==> config.mk <==
export PLATFORM = sky130hd
export DESIGN_NAME = axis_chk_lfsr
export DESIGN_NICKNAME = d
export VERILOG_FILES = /design/src/rtl/axis_chk_pkg.sv /design/src/rtl/axis_chk_lfsr.sv
export SDC_FILE = /design/constraint.sdc
export NUM_CORES = 1
export LEC_CHECK = 0
export ABC_AREA = 1
export CAP_MARGIN = 25
export CORE_MARGIN = 5
export CORE_UTILIZATION = 49
export DETAILED_ROUTE_END_ITERATION = 12
export PLACE_DENSITY_LB_ADDON = 0.2
export SLEW_MARGIN = 30
export SYNTH_ARGS = -nofsm -noshare
export SYNTH_HDL_FRONTEND = slang
export SYNTH_SLANG_ARGS = --single-unit
==> constraint.sdc <==
create_clock -name clk -period 0.9 [get_ports clk]
set_input_delay 0.135 -clock clk [delete_from_list [all_inputs] [get_ports clk]]
set_output_delay 0.135 -clock clk [all_outputs]
set_load 0.01 [all_outputs]
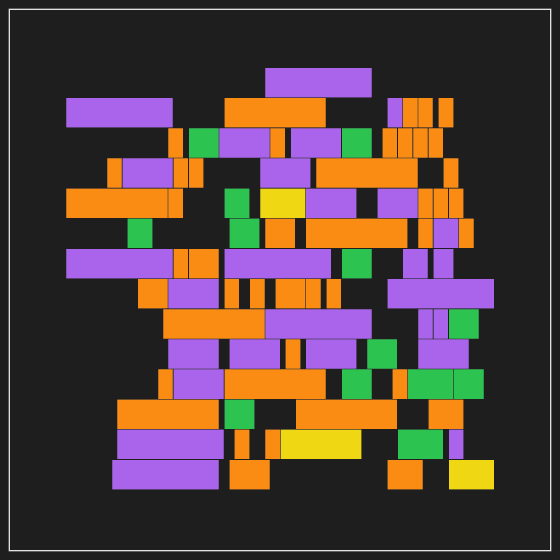
Fig. 1. Sizing map.
- _0 and _1 cells: orange (cells 44; most used inv_1)
- _6 and larger: yellow (cells 3; most used buf_6)
- _3 and _4 cells: green (cells 13; most used buf_4)
- _2 cells: purple (cells 27)
final worst slack: -0.4087 ns
area delta synth->final: 25.55%
Signal buffers: 13
post-route cell area: 922.1 um^2

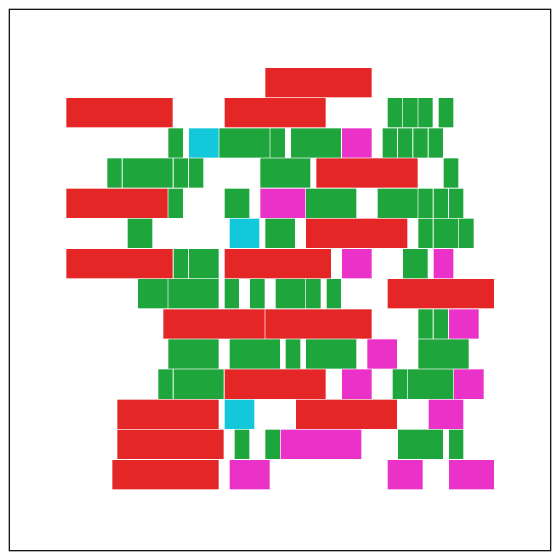
Fig. 2. Placement by cell class.
- sequential cells: red (cells 16)
- combinational and other logic: green (cells 55)
- clock drivers: cyan (cells 3)
- remaining buffers and delay cells: magenta (cells 13)
utilization after layout: 0.6267
site row count: 14
core area: 0.001471 mm^2
fraction of area in registers: 0.4450

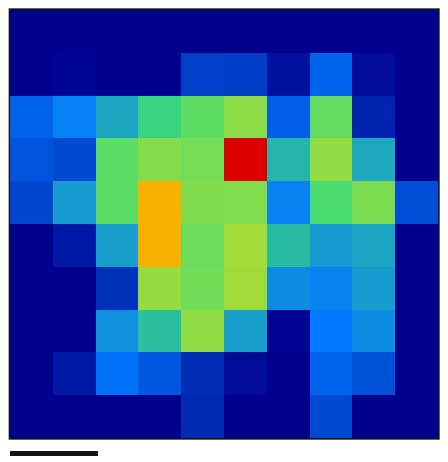
Fig. 3. Routed metal per tile.
Scale bar: 10 um. The die is cut into 10 by 10 equal tiles; dark blue is low, red is high, scaled to the fullest tile. Values are wire area over tile area, all layers added.
- nearly empty tiles: 37%
- densest ninth of the die: centre
- tiles over half the peak: 21%
- emptiest ninth of the die: south-west
- mean over tiles: 0.080
- fullest tile: 0.36
GRT Util Overall: 0.1191
Vias: 509
Post-Route WL: 1.238 mm
drt wl/cell: 12.02 um

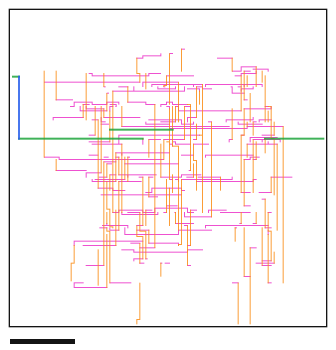
Fig. 4. Signal wires by layer.
Scale bar: 10 um.
- metal 1: magenta (wire length 573 um)
- metal 4: blue (wire length 9.50 um)
- metal 3: green (wire length 38.6 um)
- metal 2: orange (wire length 617 um)

==> impl_metrics.py <==
# Physical implementation metrics
metrics = {
    "synth": {
        "yosys.area_share.adder": 0,
        "simple_gate_share": 0.1193,
        "topCellsByArea": "dfstp_2, dfrtp_1, o22ai_2",
        "postSynthSeqShare": 0.5588,
        "yosysCellCount": 71,
        "async_flop_share": 1.000,
        "synth.yosys.chip_area_um2": 734.5,
        "syn_area_per_cell_um2": 10.34,
        "mux_area_frac": 0,
        "logic_family": "AND-OR/OR-AND gates",
        "syn_area_um2": 734.5,
        "synth.distinct_cells": 10,
        "largest_area_cell": "dfstp_2",
        "common_cells": "inv_1, nand2_1, dfrtp_1, dfstp_2, o22ai_2",
        "synth_flops": 16,
        "syn-instance-count": 71,
        "fp_nets": 75,
        "yosys.area_share.aoi": 0.2078,
    },
    "setup_path": {
        "path_class": "register to output pin",
        "startpoint_type": "register",
        "cp.depth": 3,
        "critical_path.top_delay_family": "flip-flops",
        "r2r_setup_slack_ns": -0.20,
        "cp.arrival_ns": 1.17,
        "reg2reg_depth": 8,
        "critical-path-max-stage-delay_ns": 0.54,
        "path_cells": "inv_2 > a22oi_2 > buf_2",
    },
    "final_layout": {
        "instances_no_fill": 103,
        "nets": 93,
        "drive_above_1_share": 0.4943,
        "diodes": 0,
        "largest_register_ffs": 16,
    },
    "placement": {
        "dp_hpwl_um": 854.2,
        "io_buffers": 4,
        "placed_area_um2": 879.6,
        "gp_congestion": 0.6962,
        "dp.cells": 100,
        "pre_cts_ws_ns": -0.7750,
    },
    "clock_tree": {
        "cts_tree": "done",
        "path_clk_slew_ns": 0.08,
        "numCtsBuffers": 3,
        "clkSinkCount": 16,
        "cts_max_level": 1,
        "cts_buffer_depth": 2,
        "clock_latency_ns": 0.28,
    },
    "timing": {
        "finalHoldViolCount": 0,
        "slew_headroom": 0.8683,
        "setup_ws_ns": -0.4087,
        "fin_crit_sh": 1.454,
        "min_period_ns": 1.309,
        "fin_worst_skew_ns": 0.001547,
        "drv_slew": 0,
        "setup_violations": 2,
        "whs_ns": 0.1528,
        "tightest_slew_ns": 0.1976,
        "rsz0062_at_grt": "yes",
    },
    "floorplanning": {
        "fp.dieW_um": 48.72,
        "chipHeight_um": 48.72,
        "ios": 5,
        "fp_util": 0.4991,
    },
    "run": {
        "warning_count": 29,
        "maxCapViolations": 0,
    },
    "worst_hold_path": {
        "hp-class": "input port to async pin",
    },
    "global_routing": {
        "grt_max_degree": 17,
        "grt_pass1_vias": 506,
        "antenna_found_initial": 0,
    },
    "detailed_routing": {
        "vias_per_cell": 4.942,
        "postRouteAntennaNets": 0,
        "drc": 0,
    },
    "power_and_ir_drop": {
        "vdd_ir_drop_max_mv": 0.9392,
        "power.density_mw_per_mm2": 1500,
        "p_leak_nw": 0.4549,
    },
    "status": {
        "status": "finished, violations left",
        "violations": "setup timing",
    },
}
[metrics by stage]
stage,total power [W],util,setup TNS (ns)
3_5_place_dp,0.001031,0.5978,-6.367
2_1_floorplan,0.0009422,-,-0.03171
6_report,0.001383,0.6267,-0.6073
3_3_place_gp,0.001025,0.5978,-6.055
5_1_grt,0.001466,0.6267,-0.7255
4_1_cts,0.001395,0.6139,-0.6398
[report_power, final]
part           leakage (nW)  switching [W]  internal [W]
registers             0.190      0.0000155      0.000781
clock network        0.0138       0.000204      0.000155
logic                 0.251       0.000129     0.0000977
total                 0.455       0.000349       0.00103
[cells by family after synthesis]
group | Yosys count
AOI/OAI and AO/OA | 15
buffers and inverters | 21
DFF | 16
and+or+nand+nor | 19
[layout by cell type, fill, tap and decap left out]
cell              n
inv_1            15
dlygate4sd2_1     2
nand2_2           2
buf_4             6
inv_2             4
dfrtp_1           8
a22oi_2           3
nand2_1          14
clkdlybuf4s50_1   1
inv_4             2
nand3_2           1
a22oi_1           4
buf_2             1
o22ai_2           8
dfstp_2           8
buf_12            1
clkbuf_4          3
nor2_4            2
buf_6             2
[routing by layer]
layer  global-route usage  wire length (um)
met2               0.1891               617
met4              0.06726                 9
met1               0.1448               573
met5                    0                 0
met3              0.03067                38
[cell type report]
| cell class | count | share of cell area |
|---|---|---|
| repair buffers | 13 | 0.1303 |
| well taps | 16 | 0.02171 |
| inverters | 21 | 0.09091 |
| flip-flops and latches | 16 | 0.4450 |
| multi-input cells | 34 | 0.2877 |
| clock buffers | 3 | 0.02442 |
[repair_timing]
| action | CTS | global route |
|---|---|---|
| pin swaps | 5 | 5 |
| buffers inserted | 1 | 2 |
| hold buffers | 0 | 0 |
| gates resized | 8 | 5 |
| setup endpoints to repair | 16 | 5 |
| cloned | 0 | 0 |
No activity file was given, so power comes from the tool's default toggle rates.
